run_1/placed.png
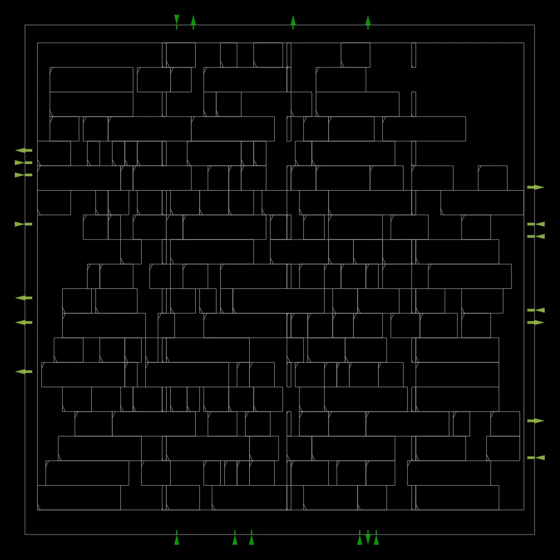
run_1/m2.png
Scale bar: 20 um.
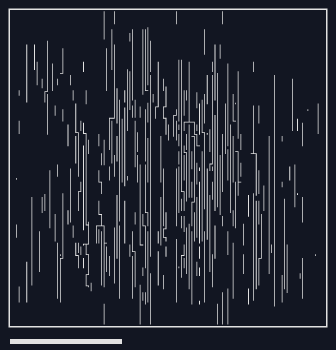
run_1/class_map.png
Scale bar: 20 um. Fill, decap, tap and diode cells in grey.
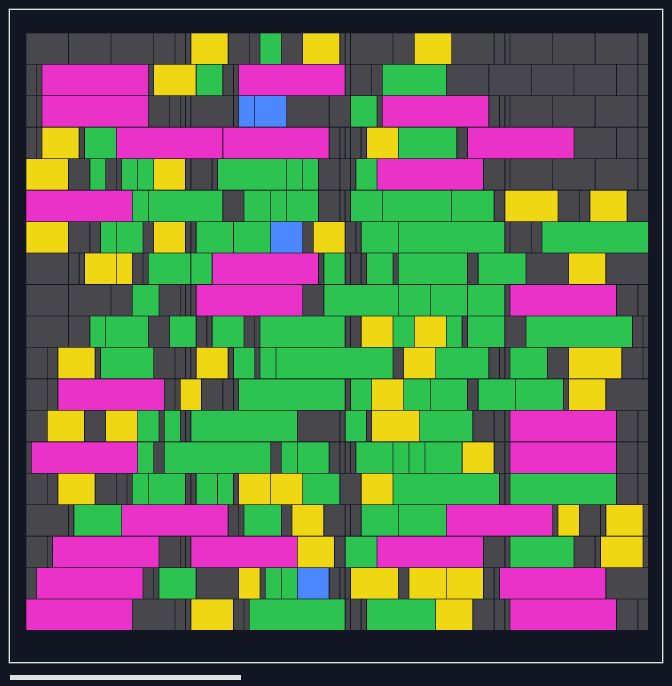
run_1/floorplan.png
Pins as bars on the die edge. Tap cells in grey.
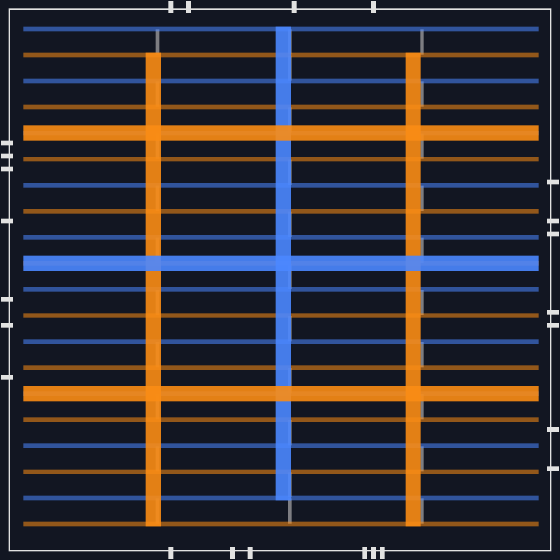
==> src/rtl/sar_avg_pkg.sv <==
// Shared definitions for the SAR sample averager: FSM state, accumulator sizing, parameter bounds.
// Latency: n/a (package only).
// Backpressure: n/a (package only).
package sar_avg_pkg;

    // Averager control states
    typedef enum logic {
        ST_IDLE  = 1'b0,
        ST_ACCUM = 1'b1
    } sar_avg_state_t;

    // Legal range of AVG_LOG2 (0 means pass-through, 6 means 64-sample windows)
    localparam int AVG_LOG2_MIN = 0;
    localparam int AVG_LOG2_MAX = 6;

    // Accumulator must hold N full-scale codes: DATA + log2(N) bits
    function automatic int acc_width(input int data_w, input int avg_log2);
        return data_w + avg_log2;
    endfunction

endpackage

==> src/rtl/sar_rise_detect.sv <==
// Turns the SAR controller's Ready level into a single-cycle sample event on its 0->1 edge.
// Latency: combinational event in the cycle Ready is first seen high; previous-value register updates every edge.
// Backpressure: none; a Ready held high produces exactly one event.
module sar_rise_detect (
    input  logic Clock,
    input  logic Reset,
    input  logic SarReady,
    output logic SampleEvent
);

    logic ready_prev;

    // Track the previous Ready level in every state so a level already high never looks like a new edge
    always_ff @(posedge Clock or negedge Reset) begin
        if (!Reset) begin
            ready_prev <= 1'b0;
        end else begin
            ready_prev <= SarReady;
        end
    end

    assign SampleEvent = SarReady & ~ready_prev;

endmodule

==> src/rtl/sar_sample_averager.sv <==
// Averages 2^AVG_LOG2 SAR conversion words and presents the mean via Valid/Ack; SAR_AVG_ROUND_EN selects round-half-up over truncation.
// Latency: AvgValid rises on the same edge that samples the Nth Ready rise.
// Backpressure: one-deep result register; a completion while an unacked result is held is dropped and flags sticky Overrun.
module sar_sample_averager
    import sar_avg_pkg::*;
#(
    parameter int DATA     = 8,
    parameter int AVG_LOG2 = 2
) (
    input  logic            Clock,
    input  logic            Reset,
    input  logic            Enable,
    input  logic            SarReady,
    input  logic [DATA-1:0] SarData,
    input  logic            AvgAck,
    output logic [DATA-1:0] AvgData,
    output logic            AvgValid,
    output logic            Overrun,
    output logic            Busy
);

    localparam int ACC_W = acc_width(DATA, AVG_LOG2);
    localparam int CNT_W = (AVG_LOG2 > 0) ? AVG_LOG2 : 1;
    localparam int N     = 1 << AVG_LOG2;
    localparam logic [CNT_W-1:0] CNT_LAST = CNT_W'(N - 1);

    // Half an LSB of the result; N/2 is 0 in pass-through mode so rounding is a no-op there
`ifdef SAR_AVG_ROUND_EN
    localparam logic [ACC_W-1:0] ROUND_BIAS = ACC_W'(N / 2);
`else
    localparam logic [ACC_W-1:0] ROUND_BIAS = '0;
`endif

    sar_avg_state_t   state;
    logic [ACC_W-1:0] acc;
    logic [CNT_W-1:0] cnt;
    logic             sample_evt;
    logic             take;
    logic             done;
    logic [ACC_W-1:0] sum;
    logic [DATA-1:0]  result;

    sar_rise_detect u_rise (
        .Clock       (Clock),
        .Reset       (Reset),
        .SarReady    (SarReady),
        .SampleEvent (sample_evt)
    );

    // A sample counts only while running and still enabled; the Nth one closes the window
    always_comb begin
        take   = (state == ST_ACCUM) && Enable && sample_evt;
        done   = take && (cnt == CNT_LAST);
        sum    = acc + ACC_W'(SarData);
        // Max sum plus bias stays below N*2^DATA, so the shifted value always fits DATA bits
        result = DATA'((sum + ROUND_BIAS) >> AVG_LOG2);
    end

    // Run/stop FSM with accumulator, window counter and Busy; leaving ACCUM discards a partial window
    always_ff @(posedge Clock or negedge Reset) begin
        if (!Reset) begin
            state <= ST_IDLE;
            acc   <= '0;
            cnt   <= '0;
            Busy  <= 1'b0;
        end else begin
            case (state)
                ST_IDLE: begin
                    acc  <= '0;
                    cnt  <= '0;
                    Busy <= 1'b0;
                    if (Enable) begin
                        state <= ST_ACCUM;
                    end
                end
                ST_ACCUM: begin
                    if (!Enable) begin
                        state <= ST_IDLE;
                        acc   <= '0;
                        cnt   <= '0;
                        Busy  <= 1'b0;
                    end else if (take) begin
                        if (done) begin
                            // Clear on the completing edge so the very next rise starts a new window
                            acc  <= '0;
                            cnt  <= '0;
                            Busy <= 1'b0;
                        end else begin
                            acc  <= sum;
                            cnt  <= cnt + 1'b1;
                            Busy <= 1'b1;
                        end
                    end
                end
                default: begin
                    state <= ST_IDLE;
                end
            endcase
        end
    end

    // Result register with Valid/Ack handshake and sticky overrun; a same-cycle ack frees the slot for the new result
    always_ff @(posedge Clock or negedge Reset) begin
        if (!Reset) begin
            AvgData  <= '0;
            AvgValid <= 1'b0;
            Overrun  <= 1'b0;
        end else begin
            if (done) begin
                if (!AvgValid || AvgAck) begin
                    AvgData  <= result;
                    AvgValid <= 1'b1;
                end else begin
                    Overrun <= 1'b1;
                end
            end else if (AvgAck && AvgValid) begin
                AvgValid <= 1'b0;
            end
            // Overrun is only cleared once the block has actually stopped
            if (state == ST_IDLE) begin
                Overrun <= 1'b0;
            end
        end
    end

endmodule

==> config.mk <==
export PLATFORM = sky130hd
export DESIGN_NAME = sar_sample_averager
export DESIGN_NICKNAME = d
export VERILOG_FILES = /design/src/rtl/sar_avg_pkg.sv /design/src/rtl/sar_rise_detect.sv /design/src/rtl/sar_sample_averager.sv
export SDC_FILE = /design/constraint.sdc
export NUM_CORES = 1
export LEC_CHECK = 0
export ABC_CLOCK_PERIOD_IN_PS = 1700
export CAP_MARGIN = 20
export CORE_UTILIZATION = 46
export CTS_CLUSTER_SIZE = 30
export DETAILED_ROUTE_END_ITERATION = 12
export PLACE_DENSITY = 0.86
export RECOVER_POWER = 100
export SYNTH_ARGS = -nofsm -noshare
export SYNTH_HDL_FRONTEND = slang
export SYNTH_SLANG_ARGS = --single-unit
==> constraint.sdc <==
create_clock -name Clock -period 1.7 [get_ports Clock]
set_input_delay 0.51 -clock Clock [delete_from_list [all_inputs] [get_ports Clock]]
set_output_delay 0.51 -clock Clock [all_outputs]
set_load 0.02 [all_outputs]
==> metrics.csv, run 1 <==
metric,value,unit
ys.flop_type,sky130_fd_sc_hd__dfrtp_1,
place_hpwl,2160,um
fin_worst_skew,1.12,ps
synth.net_count,141,
place.gp.congestion,0.847,
cp.required,1910,ps
via_count,1094,
vdd.ir_drop.worst,0.616,mV
routed_wl,3070,um
chipArea,3180,sq um
regToRegStartpoint,acc[0],
setup.worst_path.end_class,flip-flop,
synth-edff-count,0,
min_delay_worst_endpoint,Busy,
coreArea,2780,sq um
reg2reg_setup_slack,-260,ps
ys.flops,25,
synth.lib_cells_used.distinct,38,
setup_total_negative_slack,-1270,ps
floorplanUtilization,48.9,%
clock_path_buffers,2,
mux_area_share,5.70,%
rr_endpoint,AvgData[6],
report.final.hold_viol_count,0,
critPathMaxFanout,3,
drc_errors,0,
yosysWarnings,0,
ys_sh_adder,9.75,%
antenna_left,0,
grt_pass1_wl,5260,um
drt-wirelength-per-cell,15.7,um
cts.root.buffer_cell,sky130_fd_sc_hd__clkbuf_4,
timing_max_transition_violations_final,0,
setup_ws,-257,ps
post_synthesis_chip_area_from_yosys,1360,sq um
clock_tree.htree_level_count,1,
finalSetupViolCount,7,
mostFrequentLayoutCells,"25 x sky130_fd_sc_hd__dfrtp_1, 15 x sky130_fd_sc_hd__dlygate4sd2_1, 15 x sky130_fd_sc_hd__buf_4, 11 x sky130_fd_sc_hd__nand2_1, 8 x sky130_fd_sc_hd__ha_4",
failing_checks,negative setup slack,
die_h,56.4,um
numPortBuffers,23,
ys_seq_share,46.0,%
critPathLaunchType,flip-flop,
path_clk_slew,130,ps
tool_warnings,29,
power_density,548,nW/um^2
worst_ep_arrival_time,2170,ps
worst_r2r_path_depth,8,
grt_antenna_before_repair,0,
cts_buffers,3,
maxCapViolCount,0,
place_worst_setup_slack,-813,ps
ys_cells,118,
tightest_slew,607,ps
synth_top_area_share,46.0,%
logic_family,AND-OR/OR-AND gates,
holdCritStartpoint,Busy,
cts.sink_count,25,
area_growth,43.6,%
antenna_cells_inserted,0,
grt_setup_unrepaired,true,
synthDominantAreaCellType,sky130_fd_sc_hd__dfrtp_1,
headroom_to_the_max_slew_limit,59.6,%
synth-xor-area-share,4.51,%
synthesis.area,1360,sq um
drt-initial-drc-count,18,
netlist_top_cells_area,"sky130_fd_sc_hd__dfrtp_1 46%, sky130_fd_sc_hd__ha_1 8.3%, sky130_fd_sc_hd__mux2_2 5.0%",
groute.usage.overall,21.6,%
number_of_vias_per_cell,5.61,
drive_above_1_share,36.0,%
simple_gate_share,11.5,%
maxClockFrequency,0.511,GHz
layout.cells.most_common,sky130_fd_sc_hd__dfrtp_1,
crit_type,reg2reg,
min_path_type,reg2reg,
avgSynthCellArea,11.5,sq um
total_grt_overflow,0,
design.portCount,24,
worst_hold_stages,2,
drt_pass_1_iters,4,
largest_net_degree_at_the_start_of_global_routing,26,
power.leakage,0.000976,uW
period_used_share,115,%
clkLatencyLatePin,320,ps
post-layout-total-power,1070,uW
fp-row-count,19,
final.min_clock_period,1960,ps
synthArstFlopShare,100,%
num-nets-final,188,
die_width,56.4,um
cts_tree,built,
yosys.area_share.aoi,20.8,%
number_of_global_route_vias_before_repair,1161,
outcome,finished with violations,
synthesis.instances,118,
## Picture notes: placed.png
utilization after layout: 70.2%
number of fill cells: 216
Post-Layout Cell Count: 195

## Picture notes: m2.png
longest straight run: 41.1 um
wire length on this layer: 1600 um
nets with wire on the layer: 171
main direction: vertical
share of all routed wire: 52%

## Picture notes: class_map.png
[yellow] remaining buffers and delay cells | cells: 44
[green] remaining logic cells | cells: 91
[magenta] sequential cells | cells: 25
[blue] clock drivers and dummy loads | cells: 4

## Picture notes: floorplan.png
[blue] VDD
[orange] VSS
met5 straps: 3
met4 straps: 3
rows: 19
met1 rails: 20
signal pins: 24

-- run 1: stage by stage --
stage          hold WS [ps]  std cells  cell area, sq um  utilization, %
2_1_floorplan           214        118              1430               -
4_1_cts                 515        195              1940            69.8
6_report                509        195              1950            70.2
3_3_place_gp            464        186              1810            65.0
5_1_grt                 529        195              1950            70.2
3_5_place_dp            484        186              1810            65.0
-- run 1: power by group --
group / internal (uW) / switching, uW
combinational: 102 / 95.1
sequential: 604 / 7.28
clock: 91.9 / 170
total: 798 / 272
-- run 1: critical path, cell delays in order (launching register included) --
cell                      delay (ps)
sky130_fd_sc_hd__dfrtp_1         440
sky130_fd_sc_hd__ha_4            180
sky130_fd_sc_hd__inv_2            50
sky130_fd_sc_hd__fa_2            240
sky130_fd_sc_hd__nor2b_4          60
sky130_fd_sc_hd__o31a_4          300
sky130_fd_sc_hd__o41ai_4         310
sky130_fd_sc_hd__xor2_1          200
sky130_fd_sc_hd__o21ai_1          80
-- run 1: synth_stat cells, drive strengths merged, types with 2 or more instances --
library cell,number
nand2b,2
dfrtp,25
nor2b,2
mux2,6
ha,9
o21ai,7
inv,4
nor2,6
nor3,2
or2,2
nand2,11
a22o,7
a21o,4
xnor2,6
o22ai,2
o21a,2
a21oi,6
a211oi,2
-- run 1: sequential cells by signal (all words and copies together) (netlist names) --
signal             cells
AvgData                8
AvgValid               1
Overrun                1
u_rise.ready_prev      1
Busy                   1
state                  1
cnt                    2
acc                   10
-- run 1: cell type report --
class / instances / area [sq um]
Multi-Input combinational cell: 87 / 880
Fill cell: 216 / 828
Sequential cell: 25 / 626
Timing Repair Buffer: 44 / 368
Tap cell: 31 / 38.8
Clock buffer: 4 / 26.3
Inverter: 4 / 15.0
-- run 1: timing repair --
action	in CTS	in global routing
hold buffers	0	0
pin swaps	23	9
endpoints found under the setup margin	27	15
buffers inserted	5	3
gates resized	34	9
-- run 1: cells by family (layout without fill, tap and decap cells) --
| logic type | count (synthesis) | count (layout) |
|---|---|---|
| adders and majority gates | 10 | 10 |
| DFF | 25 | 25 |
| AOI/OAI and AO/OA | 34 | 34 |
| xor gates and xnor gates | 7 | 7 |
| and+or+nand+nor | 29 | 29 |
| buffers and inverters | 6 | 52 |
| muxes | 7 | 7 |
-- run 1: worst max-delay path by stage --
| stage | end | slack, ps | start |
|---|---|---|---|
| finish | AvgData[6] | -260 | acc[0] |
| global route | AvgData[6] | -310 | acc[0] |
| CTS | AvgData[6] | -380 | acc[0] |
| detailed placement | AvgData[6] | -810 | SarData[0] |
| global placement | AvgData[4] | -730 | SarData[0] |
| floorplan | AvgData[4] | -170 | SarData[0] |
-- run 1: per-layer routing --
layer,wire length [um],global-route usage (%),vias up
met3,106,2.30,8
met5,0,0,-
met4,72,7.32,0
li1,-,-,520
met2,1600,39.6,30
met1,1300,26.3,536
run_1/clock_wires.png
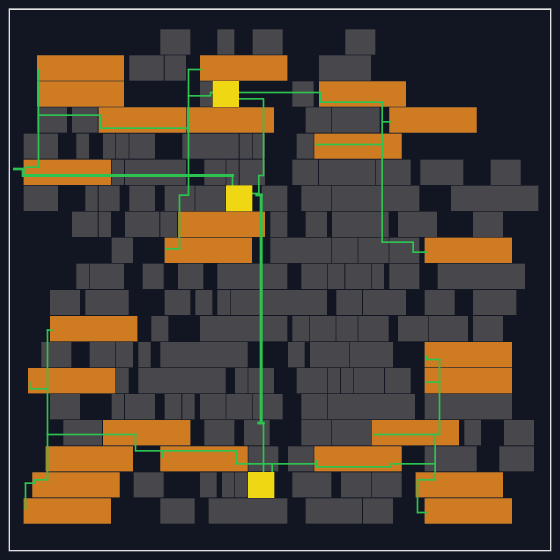

==> run 2, diff against run 1 <==
PLACE_DENSITY = 0.84   (was 0.86)
SETUP_SLACK_MARGIN = 0.02   (was default)
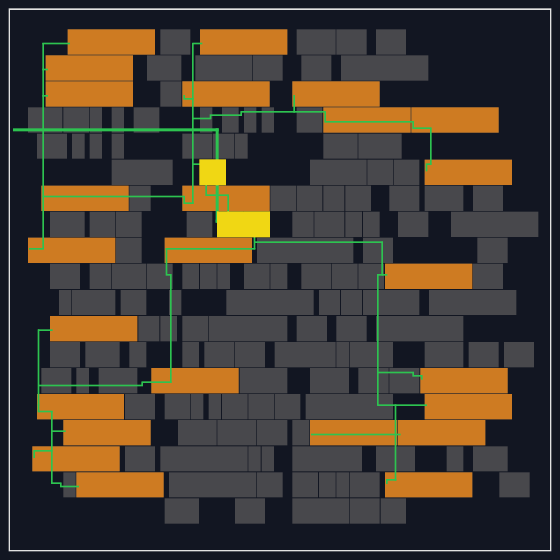
run_2/clock_wires.png
[orange] flip-flops | count: 25
[green] clock wires | length: 264 um
[yellow] clock-net drivers | count: 3
routed clock nets: 4

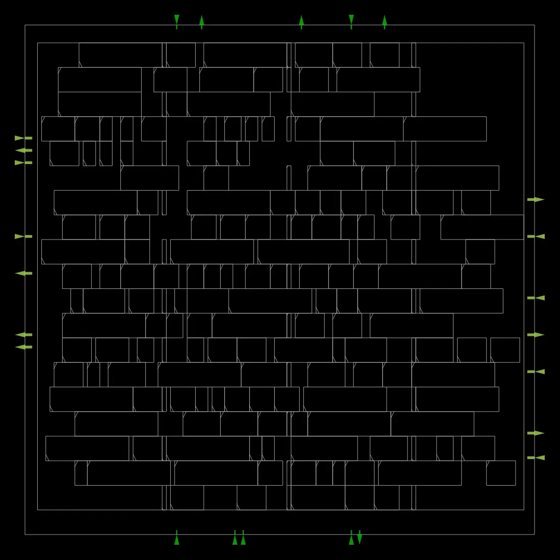
run_2/placed.png
final sequential cell count: 25
core area: 2780 sq um

==> run 2 against run 1 <==
- the run still ends with negative setup slack left
- clock skew is 10 ps higher
- sequential power hardly changed
- register-to-register slack improved by 60 ps
- hold slack got worse by 0.66 ps
- utilization shrank 0.22 points
==> metrics.csv, run 2 <==
metric,value,unit,change
outcome,finished with violations,,
failing_checks,negative setup slack,,
setup_ws,-193,ps,+64.3 ps
routed_wl,2930,um,-4.4%
numPortBuffers,23,,unchanged
place.gp.congestion,0.849,,+0.14%
synth_dominant_cell_count,sky130_fd_sc_hd__dfrtp_1,,
critPathMaxFanout,3,,unchanged
mux_area_share,5.70,%,unchanged
synth.lib_cells_used.distinct,38,,unchanged
registers.top_by_ff_count,acc,,
placed_cells_incl_taps,187,,+0.54%
yosys.area_share.aoi,20.8,%,unchanged
critPathMaxStageDelay,430,ps,about the same
ys.flop_type,sky130_fd_sc_hd__dfrtp_1,,
avgSynthCellArea,11.5,sq um,unchanged
tightest_slew,601,ps,-5.63 ps
die_width,56.4,um,unchanged
die_h,56.4,um,unchanged
p_sw,271,uW,-0.58%
regToRegStartpoint,acc[0],,
clock_tree.htree_level_count,1,,unchanged
design.portCount,24,,unchanged
headroom_to_the_max_slew_limit,59.9,%,+0.38 points
mostFrequentLayoutCells,"25 x sky130_fd_sc_hd__dfrtp_1, 17 x sky130_fd_sc_hd__dlygate4sd2_1, 17 x sky130_fd_sc_hd__buf_4, 10 x sky130_fd_sc_hd__nand2_1, 8 x sky130_fd_sc_hd__ha_4",,
internal_power,802,uW,+0.53%
cts_buffers,3,,unchanged
ys.flops,25,,unchanged
area_growth,43.1,%,
synthDominantAreaCellType,sky130_fd_sc_hd__dfrtp_1,,
largest_register_ff_count,10,,unchanged
holdCritStartpoint,Overrun,,
drc_errors,0,,unchanged
layout.cells.most_common,sky130_fd_sc_hd__dfrtp_1,,
final.min_clock_period,1890,ps,-64.3 ps
grt_pass1_wl,5180,um,-1.6%
logic_family,AND-OR/OR-AND gates,,
groute.usage.overall,20.6,%,-1.0 points
fin_worst_skew,11.3,ps,+10.2 ps
path_clk_slew,140,ps,about the same
power.leakage,0.000960,uW,-1.6%
antenna_cells_inserted,0,,unchanged
min_path_type,reg2reg,,
simple_gate_share,11.5,%,unchanged
power.sequential.fraction,57.0,%,about the same
largest_net_degree_at_the_start_of_global_routing,26,,unchanged
post_synth_most_frequent_cells,"25 x sky130_fd_sc_hd__dfrtp_1, 11 x sky130_fd_sc_hd__nand2_1, 9 x sky130_fd_sc_hd__ha_1",,
utilization,70.0,%,-0.22 points
holdBufCountCts,0,,unchanged
yosysWarnings,0,,unchanged
drt_pass_1_iters,4,,unchanged
critPathLaunchType,flip-flop,,
layout_top_registers,"acc (10), AvgData (8), cnt (2)",,
post_synthesis_chip_area_from_yosys,1360,sq um,unchanged
synth.net_count,141,,unchanged
place_hpwl,2150,um,-0.37%
synth_top_area_share,46.0,%,unchanged
crit_path_cell_trace,ha_4 > inv_2 > fa_2 > nor2b_4 > o31a_4 > o41ai_4 > xor2_1 > o21ai_1,,
cp_slowest_cell,sky130_fd_sc_hd__dfrtp_1,,
net_sw_share,25.2,%,-0.21 points
synth-edff-count,0,,unchanged
number_of_global_route_vias_before_repair,1172,,+0.95%
grt_setup_unrepaired,true,,
clkLatencyLatePin,310,ps,about the same
finalSetupViolCount,10,,+3
tool_warnings,29,,unchanged
share_comb_of_total_power,18.9,%,+0.5 points
timing_max_transition_violations_final,0,,unchanged
cp.required,1910,ps,about the same
vdd.ir_drop.worst,0.487,mV,-21%
number_of_vias_per_cell,5.57,,-0.64%
synth-xor-area-share,4.51,%,unchanged
synthesis.area,1360,sq um,unchanged
power.clock.fraction,24.2,%,-0.3 points
ys_sh_adder,9.75,%,unchanged
maxCapViolCount,0,,unchanged
drt-initial-drc-count,23,,+5
clock_path_buffers,2,,unchanged
worst_ep_arrival_time,2100,ps,-70 ps
setup.worst_path.start,acc[0],,
cts.root.buffer_cell,sky130_fd_sc_hd__clkbuf_4,,
cts.sink_count,25,,unchanged
fin_cells,195,,unchanged
fin_worst_hold_slack,508,ps,-0.661 ps
antenna_left,0,,unchanged
chipArea,3180,sq um,unchanged
[run 2: cell types whose count changed in the layout (fill, tap and decap cells not counted), sizes merged]
cell,change
clkdlybuf4s15,+1
dlymetal6s2s,-2
dlygate4sd2,+2
clkbuf,-3
buf,+2
[run 2: kinds of logic (layout without fill, tap and decap cells)]
kind of cell	count (synthesis)	in the layout
flip-flops	25	25
adder cells (fa/ha/maj)	10	10
buffers and inverters	6	52
XOR/XNOR	7	7
multiplexers	7	7
AND/OR/NAND/NOR	29	29
AND-OR/OR-AND	34	34
[run 2: power by group through the flow]
stage          Combinational, uW  Sequential [uW]  Clock [uW]
6_report                     202              611         259
3_5_place_dp                 184              622           0
5_1_grt                      224              613         292
2_1_floorplan               95.5              622           0
4_1_cts                      192              611         267
3_3_place_gp                 176              621           0
[run 2: per-stage QoR]
stage	power (uW)	TNS [ps]	worst slack [ps]
after floorplan	717	-600	-165
after global placement	798	-9090	-726
after detailed placement	806	-9830	-776
after CTS	1070	-644	-195
after global routing	1130	-1870	-333
final	1070	-789	-193
[run 2: metal layers]
layer,vias to the layer above,routed length (um),GRT usage (%)
li1,520,-,-
met1,533,1210,26.0
met2,30,1550,36.4
met3,4,150,3.00
met4,0,23,6.27
met5,-,0,0
[run 2: timing repair]
action                                  4_1_cts  5_1_grt
endpoints found under the setup margin       27       12
gates resized                                32        7
pin swaps                                    11        9
cloned                                        0        0
buffers inserted                              2        2
[run 2: worst paths after layout]
check                              to  slack (ps)  depth (start not counted)
max                        AvgData[6]        -190                          8
min                           Overrun         510                          1
max reg2reg                AvgData[6]        -190                          8
min reg2reg                   Overrun         510                          1
max in group asynchronous       state         570                          2
min in group asynchronous      acc[3]         720                          2
[run 2: critical path, delay by kind of cell (launching register included)]
kind / cells / cell delay [ps]
AOI/OAI and AO/OA: 3 / 660
DFF: 1 / 430
adders and majority gates: 2 / 400
xor gates and xnor gates: 1 / 190
buffers and inverters: 1 / 50
and+or+nand+nor: 1 / 50
[run 2: area by class of cell]
cell class / count / area [sq um]
sequential: 25 / 626
timing repair buffer: 44 / 367
fill: 210 / 835
tap: 31 / 38.8
clock buffer: 4 / 26.3
inverter: 4 / 15.0
multi-input combinational: 87 / 875
==> run 3, diff against run 2 <==
SLEW_MARGIN = 0   (was default)
SYNTH_HIERARCHICAL = 1   (was default)
TNS_END_PERCENT = 10   (was default)
==> run 3 against run 2 <==
- the flow still finishes with violations (negative setup slack)
- setup slack worse by 100 ps
- register-to-register slack worse by 100 ps
- hold slack worse by 17 ps
- die area down 2.5%
- power down 1.2%
- final area down 2.3%
- global-route usage down 0.42 points
- critical path type unchanged
==> metrics.csv, run 3 <==
metric,value,unit,change
routed_wl,2980,um,+1.6%
largest_net_degree_at_the_start_of_global_routing,26,,unchanged
die_width,55.7,um,-1.3%
place.gp.congestion,0.848,,about the same
fin_worst_hold_slack,491,ps,-17.3 ps
timing_max_transition_violations_final,0,,unchanged
coreArea,2730,sq um,-1.7%
post_synthesis_chip_area_from_yosys,1330,sq um,-2.6%
cts.sink_count,25,,unchanged
setup_ws,-295,ps,-102 ps
finalSetupViolCount,13,,+3
clkLatencyLatePin,320,ps,about the same
synthDominantAreaCellType,sky130_fd_sc_hd__dfrtp_1,,
min_path_type,reg2reg,,
reg2reg_setup_slack,-290,ps,-100 ps
mostFrequentLayoutCells,"25 x sky130_fd_sc_hd__dfrtp_1, 18 x sky130_fd_sc_hd__buf_4, 13 x sky130_fd_sc_hd__dlygate4sd2_1, 11 x sky130_fd_sc_hd__nand2_1, 7 x sky130_fd_sc_hd__a22o_1",,
tool_warnings,29,,unchanged
rr_endpoint,AvgData[4],,
tightest_slew,625,ps,+24.2 ps
synthesis.area,1330,sq um,-2.6%
ff_latch_area,626,sq um,unchanged
synth.lib_cells_used.distinct,35,,-7.9%
avgSynthCellArea,10.9,sq um,-5.8%
die_h,55.7,um,-1.3%
cp.required,1930,ps,+20 ps
global_route.usage.met3,2.09,%,-0.90 points
drt-initial-drc-count,13,,-43%
synth-edff-count,0,,unchanged
registers.top_by_ff_count,acc,,
cts.root.buffer_cell,sky130_fd_sc_hd__clkbuf_4,,
headroom_to_the_max_slew_limit,58.3,%,-1.6 points
share_comb_of_total_power,16.8,%,-2.1 points
layout_top_registers,"acc (10), AvgData (8), cnt (2)",,
min_delay_worst_endpoint,AvgData[7],,
ys.flop_type,sky130_fd_sc_hd__dfrtp_1,,
fin_worst_skew,5.68,ps,-5.60 ps
synth_top_area_share,47.2,%,+1.2 points
grt_setup_unrepaired,true,,
critPathMaxFanout,2,,-1
outcome,finished with violations,,
cp_slowest_cell,sky130_fd_sc_hd__dfrtp_1,,
use_met2,35.6,%,-0.77 points
nFillCells,202,,-3.8%
numPortBuffers,23,,unchanged
vdd.ir_drop.worst,0.554,mV,+14%
worst_ep_arrival_time,2230,ps,+130 ps
internal_power,782,uW,-2.4%
layout.area.comb,811,sq um,-7.3%
fin_cells,199,,+2.1%
largest_register_ff_count,10,,unchanged
place_hpwl,2040,um,-5.4%
failing_checks,negative setup slack,,
drc_errors,0,,unchanged
crit_path_cell_trace,ha_4 > inv_2 > fa_2 > nor2b_4 > o31a_1 > o21a_1 > or3_4 > a31o_4,,
clock_tree.htree_level_count,1,,unchanged
critPathMaxStageDelay,430,ps,about the same
grtUsageMet1,26.4,%,+0.36 points
utilization,69.6,%,-0.43 points
chipArea,3100,sq um,-2.5%
number_of_vias_per_cell,5.57,,about the same
run 3: layer usage:
| layer | routed length, um | vias up | share of wire, % |
|---|---|---|---|
| met3 | 84 | 6 | 2.8 |
| met2 | 1530 | 19 | 51 |
| met5 | 0 | - | 0 |
| met1 | 1330 | 553 | 44 |
| li1 | - | 531 | - |
| met4 | 41 | 0 | 1.4 |
run 3: worst max path at each step:
stage	from	end	slack, ps
2_1_floorplan	SarData[0]	acc[6]	-450
3_3_place_gp	SarData[0]	acc[6]	-890
3_5_place_dp	SarData[0]	acc[6]	-920
4_1_cts	acc[0]	AvgData[4]	-420
5_1_grt	acc[0]	AvgData[4]	-350
6_report	acc[0]	AvgData[4]	-290
run 3: worst max-delay path: cells and delay by family (launching register included):
| kind | cells | cell delay [ps] |
|---|---|---|
| AND-OR/OR-AND | 3 | 650 |
| flip-flops | 1 | 430 |
| AND/OR/NAND/NOR | 2 | 380 |
| buffers and inverters | 1 | 50 |
| adder cells (fa/ha/maj) | 2 | 390 |
run 3: area by class of cell:
type                       instances  area share, %
tap                               31           2.04
multi-input combinational         88           42.6
sequential                        25           32.9
timing repair buffer              44           19.6
clock inverter                     1          0.263
inverter                           7           1.38
clock buffer                       3           1.18
run 3: what timing repair did:
action	CTS	global route
hold buffers	0	0
pin swaps	12	9
gates resized	29	16
endpoints found under the setup margin	30	18
buffers inserted	2	2
run 3: metrics by stage:
stage                     TNS (ps)  area [sq um]  power [uW]  setup slack, ps
after floorplan              -1480          1330         697             -451
after global placement      -11450          1720         766             -889
after detailed placement    -12340          1720         774             -921
after CTS                    -2660          1800        1050             -421
after global routing         -2860          1900        1110             -349
final                        -1600          1900        1060             -295
run 3: cell families after synthesis:
| family | count (synthesis) | synth area share, % |
|---|---|---|
| xor+xnor | 5 | 3.30 |
| buf+inv | 9 | 2.64 |
| fa+ha+maj | 10 | 10.0 |
| flops | 25 | 47.2 |
| compound gates | 35 | 19.3 |
| simple gates | 32 | 12.7 |
| mux | 6 | 4.91 |
run 3: power by group through the flow:
stage          logic, uW  registers [uW]  clock network [uW]
6_report             178             611                 271
5_1_grt              195             612                 302
4_1_cts              165             610                 278
3_5_place_dp         152             621                   0
3_3_place_gp         145             621                   0
2_1_floorplan       75.4             621                   0
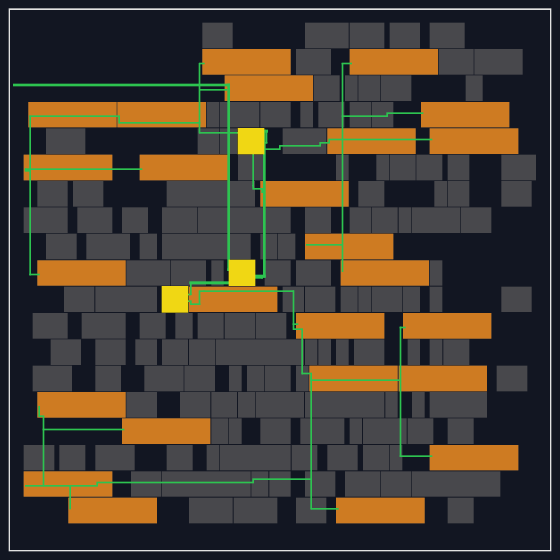
run_3/clock_wires.png
[orange] flip-flops | count: 25
[green] clock wires | length: 314 um
[yellow] clock-net drivers | count: 3
routed clock nets: 4

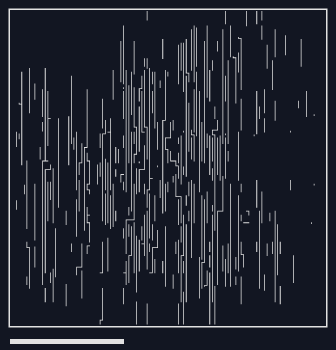
run_3/m2.png
Scale bar: 20 um.
wire length on this layer: 1530 um
nets with wire on the layer: 176

Power and IR drop assume default switching activity.
